### The clock network

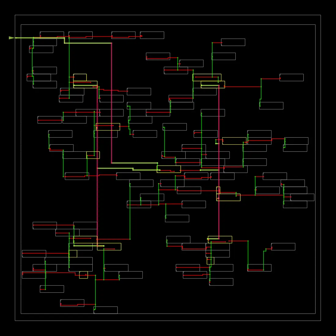
### Cell classes on the final placement

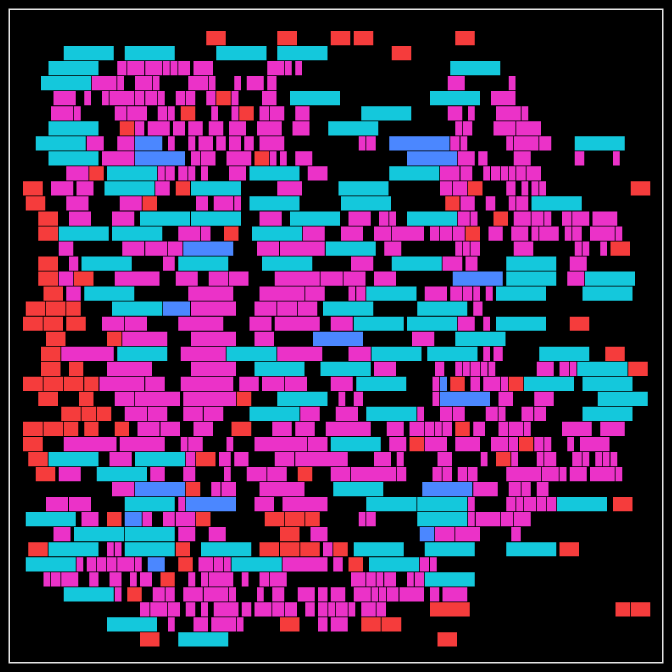
$ cat src/rtl/motor_router.sv
// motor_router: crossbar from NUM_SRC step/dir/hold generators onto NUM_OUT driver
// outputs, with dir-to-step setup, fixed step pulse width and shadowed reconfiguration.
module motor_router #(
  parameter int NUM_SRC   = 8,
  parameter int NUM_OUT   = 4,
  parameter int SEL_W     = (NUM_SRC > 1) ? $clog2(NUM_SRC) : 1,
  parameter int CH_W      = (NUM_OUT > 1) ? $clog2(NUM_OUT) : 1,
  parameter int DIR_SETUP = 4,
  parameter int STEP_LEN  = 8
) (
  input  logic               clk,
  input  logic               rst_n,
  input  logic [NUM_SRC-1:0] steps,
  input  logic [NUM_SRC-1:0] dirs,
  input  logic [NUM_SRC-1:0] holds,
  input  logic               cfg_wr,
  input  logic [CH_W-1:0]    cfg_ch,
  input  logic [SEL_W-1:0]   cfg_sel,
  input  logic               cfg_invert,
  input  logic               cfg_enable,
  input  logic               err_clr,
  output logic [NUM_OUT-1:0] step,
  output logic [NUM_OUT-1:0] dir,
  output logic [NUM_OUT-1:0] hold,
  output logic [NUM_OUT-1:0] cfg_pending,
  output logic [NUM_OUT-1:0] missed
);

  localparam int CNT_MAX = (DIR_SETUP > STEP_LEN) ? DIR_SETUP : STEP_LEN;
  localparam int CNT_W   = $clog2(CNT_MAX + 1);

  typedef enum logic [1:0] {ST_IDLE, ST_SETUP, ST_PULSE} state_t;

  genvar gi;
  generate
    for (gi = 0; gi < NUM_OUT; gi++) begin : g_ch
      localparam logic [CH_W-1:0] CH_IDX = CH_W'(gi);

      logic [SEL_W-1:0] sel_reg, sel_next, shd_sel_reg, shd_sel_next;
      logic             invert_reg, invert_next, shd_invert_reg, shd_invert_next;
      logic             enable_reg, enable_next, shd_enable_reg, shd_enable_next;
      logic             pending_reg, pending_next;
      state_t           state_reg, state_next;
      logic [CNT_W-1:0] cnt_reg, cnt_next;
      logic             queued_reg, queued_next;
      logic             prev_reg, prev_next;
      logic             step_reg, step_next;
      logic             dir_reg, dir_next;
      logic             hold_reg, hold_next;
      logic             missed_reg, missed_next;
      logic             miss_set, apply, src_edge, eff_dir, wr_hit;

      assign src_edge = steps[sel_reg] & ~prev_reg;
      assign eff_dir  = dirs[sel_reg] ^ invert_reg;
      assign wr_hit   = cfg_wr && (cfg_ch == CH_IDX);
      // Disables bypass the idle wait so a running pulse can be aborted.
      assign apply    = pending_reg &&
                        (((state_reg == ST_IDLE) && !queued_reg) || !shd_enable_reg);

      always_comb begin
        sel_next        = sel_reg;
        invert_next     = invert_reg;
        enable_next     = enable_reg;
        shd_sel_next    = shd_sel_reg;
        shd_invert_next = shd_invert_reg;
        shd_enable_next = shd_enable_reg;
        pending_next    = pending_reg;
        state_next      = state_reg;
        cnt_next        = cnt_reg;
        queued_next     = queued_reg;
        prev_next       = steps[sel_reg];
        step_next       = step_reg;
        dir_next        = dir_reg;
        hold_next       = holds[sel_reg] & enable_reg;
        miss_set        = 1'b0;

        if (apply) begin
          sel_next     = shd_sel_reg;
          invert_next  = shd_invert_reg;
          enable_next  = shd_enable_reg;
          pending_next = 1'b0;
          // Sample the new source so switching never fabricates an edge.
          prev_next    = steps[shd_sel_reg];
          if (!shd_enable_reg) begin
            step_next   = 1'b0;
            hold_next   = 1'b0;
            state_next  = ST_IDLE;
            queued_next = 1'b0;
            cnt_next    = '0;
          end
        end else if (!enable_reg) begin
          step_next   = 1'b0;
          hold_next   = 1'b0;
          state_next  = ST_IDLE;
          queued_next = 1'b0;
          cnt_next    = '0;
          dir_next    = eff_dir;
        end else begin
          case (state_reg)
            ST_IDLE: begin
              if (eff_dir != dir_reg) begin
                dir_next   = eff_dir;
                cnt_next   = CNT_W'(DIR_SETUP);
                state_next = ST_SETUP;
                if (src_edge) begin
                  queued_next = 1'b1;
                  miss_set    = queued_reg;
                end
              end else if (src_edge || queued_reg) begin
                step_next   = 1'b1;
                cnt_next    = CNT_W'(STEP_LEN);
                state_next  = ST_PULSE;
                queued_next = 1'b0;
                miss_set    = src_edge && queued_reg;
              end
            end
            ST_SETUP: begin
              if (cnt_reg <= CNT_W'(1)) begin
                cnt_next = '0;
                if (src_edge || queued_reg) begin
                  step_next   = 1'b1;
                  cnt_next    = CNT_W'(STEP_LEN);
                  state_next  = ST_PULSE;
                  queued_next = 1'b0;
                  miss_set    = src_edge && queued_reg;
                end else begin
                  state_next = ST_IDLE;
                end
              end else begin
                cnt_next = cnt_reg - CNT_W'(1);
                if (src_edge) begin
                  queued_next = 1'b1;
                  miss_set    = queued_reg;
                end
              end
            end
            ST_PULSE: begin
              if (src_edge) begin
                queued_next = 1'b1;
                miss_set    = queued_reg;
              end
              if (cnt_reg <= CNT_W'(1)) begin
                step_next  = 1'b0;
                state_next = ST_IDLE;
                cnt_next   = '0;
              end else begin
                cnt_next = cnt_reg - CNT_W'(1);
              end
            end
            default: state_next = ST_IDLE;
          endcase
        end

        if (wr_hit) begin
          shd_sel_next    = cfg_sel;
          shd_invert_next = cfg_invert;
          shd_enable_next = cfg_enable;
          pending_next    = 1'b1;
        end

        missed_next = (missed_reg & ~err_clr) | miss_set;
      end

      always_ff @(posedge clk or negedge rst_n) begin
        if (!rst_n) begin
          sel_reg        <= '0;
          invert_reg     <= 1'b0;
          enable_reg     <= 1'b0;
          shd_sel_reg    <= '0;
          shd_invert_reg <= 1'b0;
          shd_enable_reg <= 1'b0;
          pending_reg    <= 1'b0;
          state_reg      <= ST_IDLE;
          cnt_reg        <= '0;
          queued_reg     <= 1'b0;
          prev_reg       <= 1'b0;
          step_reg       <= 1'b0;
          dir_reg        <= 1'b0;
          hold_reg       <= 1'b0;
          missed_reg     <= 1'b0;
        end else begin
          sel_reg        <= sel_next;
          invert_reg     <= invert_next;
          enable_reg     <= enable_next;
          shd_sel_reg    <= shd_sel_next;
          shd_invert_reg <= shd_invert_next;
          shd_enable_reg <= shd_enable_next;
          pending_reg    <= pending_next;
          state_reg      <= state_next;
          cnt_reg        <= cnt_next;
          queued_reg     <= queued_next;
          prev_reg       <= prev_next;
          step_reg       <= step_next;
          dir_reg        <= dir_next;
          hold_reg       <= hold_next;
          missed_reg     <= missed_next;
        end
      end

      assign step[gi]        = step_reg;
      assign dir[gi]         = dir_reg;
      assign hold[gi]        = hold_reg;
      assign cfg_pending[gi] = pending_reg;
      assign missed[gi]      = missed_reg;
    end
  endgenerate

endmodule

$ cat config.mk
export PLATFORM = sky130hd
export DESIGN_NAME = motor_router
export DESIGN_NICKNAME = d
export VERILOG_FILES = /design/src/rtl/motor_router.sv
export SDC_FILE = /design/constraint.sdc
export NUM_CORES = 1
export LEC_CHECK = 0
export ABC_AREA = 0
export CELL_PAD_IN_SITES_DETAIL_PLACEMENT = 0
export CELL_PAD_IN_SITES_GLOBAL_PLACEMENT = 1
export CORE_MARGIN = 2
export CORE_UTILIZATION = 47
export CTS_CLUSTER_DIAMETER = 80
export CTS_CLUSTER_SIZE = 14
export DETAILED_ROUTE_END_ITERATION = 6
export PLACE_DENSITY = 0.8
export SLEW_MARGIN = 0
export SYNTH_ARGS = -nofsm -noshare
export SYNTH_HDL_FRONTEND = slang
export SYNTH_SLANG_ARGS = --single-unit
export TNS_END_PERCENT = 30
$ cat constraint.sdc
create_clock -name clk -period 2.81 [get_ports clk]
set_clock_uncertainty 0.2 [all_clocks]
set_input_delay 0.562 -clock clk [delete_from_list [all_inputs] [get_ports clk]]
set_output_delay 0.562 -clock clk [all_outputs]
set_load 0.02 [all_outputs]
==> flow_summary.yaml <==
# synthesis and place-and-route metrics
outcome:
  outcome: "finished clean"
power_and_ir_drop:
  power_density_mw_per_mm2: 1100
  ir_worst_vdd_v: 0.000848
  combPwrFrac: 0.557
  pg_clk_mw: 1.28
  switching_share: 0.407
final_layout:
  drive_above_1_share: 0.208
  syn2layout_area_growth_pct: 19.5
  largest_reg_flops: 16
  fillers: 1086
  diodes: 0
  nets: 704
  finalNonFillerCells: 822
routing:
  wl_met2_mm: 6.57
  vias_per_cell: 5.87
  drc_errors: 0
  met1_length_mm: 6.92
  top_layer_used: "met4"
  ant_nets: 0
  route.met3.wl_um: 769
  wire_per_inst_um: 17.7
  dr.first_iter.drc_count: 425
  firstDrtPassIters: 5
yosys:
  area_leaders: "dfrtp_1, mux2_2, mux4_2"
  synth_flops: 92
  netlist_area_sq_mm: 0.00610
  syn_inst: 571
  ys_area_sq_mm: 0.00610
  yosys_cells: 571
  synthArstFlopShare: 1.00
  ys_warn_count: 0
  top_area_frac: 0.377
  ff_type: "dfrtp_1"
  syn_avg_cell_area_sq_um: 10.7
  ys_sh_mux: 0.227
  ys_seq_share: 0.377
  largest_area_cell: "dfrtp_1"
  fp_nets: 630
  synth-edff-count: 0
clocking:
  clk_pin_slew_ps: 70
  tritoncts: "done"
  clockBufferDepth: 2
  post_cts_buffers: 0
  ctsHoldBuffers: 1
grt:
  grtUsageTotal: 0.218
  met3_usage: 0.0359
  use_met2: 0.334
  globalRouteMet1Util: 0.316
  antenna_found_initial: 0
  grt_max_degree: 58
  busiest_layer: "met2"
  grt_pass1_wl_mm: 24.2
sta:
  slew_viol_final: 0
  tightestPinTransition_ps: 750
  rsz0062_at_grt: "no"
  fmax_mhz: 370
  hold_violations: 0
  finalClockPeriodUsage: 0.961
  min_period_ps: 2700
  slew_headroom: 0.498
  setup_viol: 0
place:
  globalplace.congestion: 0.894
  port_buffers: 54
  dpl.hpwl_mm: 11.3
critical_path:
  regToRegSetupSlack_ps: 210
  r2r-end: "g_ch[1].cnt_reg[1]$_DFFE_PN0P_"
  cp_max_fo: 3
  crit_type: "input port to flip-flop"
  cp.arrival_ps: 2730
  critPathLaunch: "steps[5]"
  start_kind: "input port"
  r2r_cells: 6
  endpoint: "g_ch[1].cnt_reg[1]$_DFFE_PN0P_"
floorplanning:
  fp_util: 0.482
  rows: 41
  die_area_sq_mm: 0.0139
  die_y_um: 118
min_path:
  whs_endpoint: "g_ch[2].invert_reg$_DFFE_PN0N_"
  hold_depth: 1
About 'The clock network':
clock buffer count from CTS: 9
Skew-Pair Late Insertion Delay: 350 ps
clock sinks: 92
clock buf count: 12

About 'Cell classes on the final placement':
Key: magenta = combinational and other logic [cells 445, share of their area 51%]; red = remaining buffers and delay cells [cells 97, share of their area 12%]; cyan = sequential cells [cells 92, share of their area 33%]; blue = clock drivers and dummy loads [cells 16, share of their area 4.4%]
core area: 0.0127 sq mm
post-route design area: 0.00729 sq mm
Seq area share: 0.316
post-layout util: 0.575

-- through the flow --
| stage | setup slack, ps | TNS (ps) | hold slack, ps | total power, mW |
|---|---|---|---|---|
| final | 110 | 0 | 301 | 8.05 |
| after global routing | 28.8 | 0 | 325 | 8.62 |
| after CTS | 91.5 | 0 | 304 | 8.01 |
| after detailed placement | -263 | -3530 | 290 | 6.70 |
| after global placement | -228 | -2510 | 283 | 6.63 |
| after floorplan | 252 | 0 | 66.4 | 5.33 |
-- critical path: stages --
cell,delay (ps)
clkdlybuf4s50_1,420
mux4_1,510
mux2i_1,150
buf_4,150
o21bai_1,80
or3_4,390
o211a_4,170
mux2_4,290
-- cell usage in the layout, fill, tap and decap left out, types with 3 or more instances in the layout --
master            n
nor3_1           10
nor2_1           38
nor2b_1          11
a22o_1            3
mux4_2           20
clkdlybuf4s50_1  53
mux4_1            6
a32o_1            5
mux2_2           42
nand4b_1          6
nand2b_1          6
inv_1            40
nand3_1          18
o31ai_1           3
and3_1            4
nand3b_1          7
o21ai_0          31
a31oi_1           5
clkbuf_16         9
dfrtp_1          92
a211oi_1          4
xnor2_1           8
o22ai_1           4
a21o_1            3
mux2i_1          23
ha_1             24
o32ai_1           6
nand2_1          33
or3_1             7
buf_4            42
a21oi_1          21
xor2_1            8
-- cells by family (layout without fill, tap and decap cells) --
kind of cell	count (synthesis)	after routing
adders and majority gates	24	24
muxes	95	95
xor gates and xnor gates	18	18
DFF	92	92
AOI/OAI and AO/OA	117	117
buffers and inverters	74	153
and+or+nand+nor	151	151
-- area by class of cell --
cell class	count	share of cell area
clock inverters	4	0.00755
flip-flops and latches	92	0.316
clock buffers	12	0.0352
repair buffers	97	0.120
multi-input cells	405	0.471
well taps	172	0.0295
inverters	40	0.0206
Power and IR drop assume default switching activity.
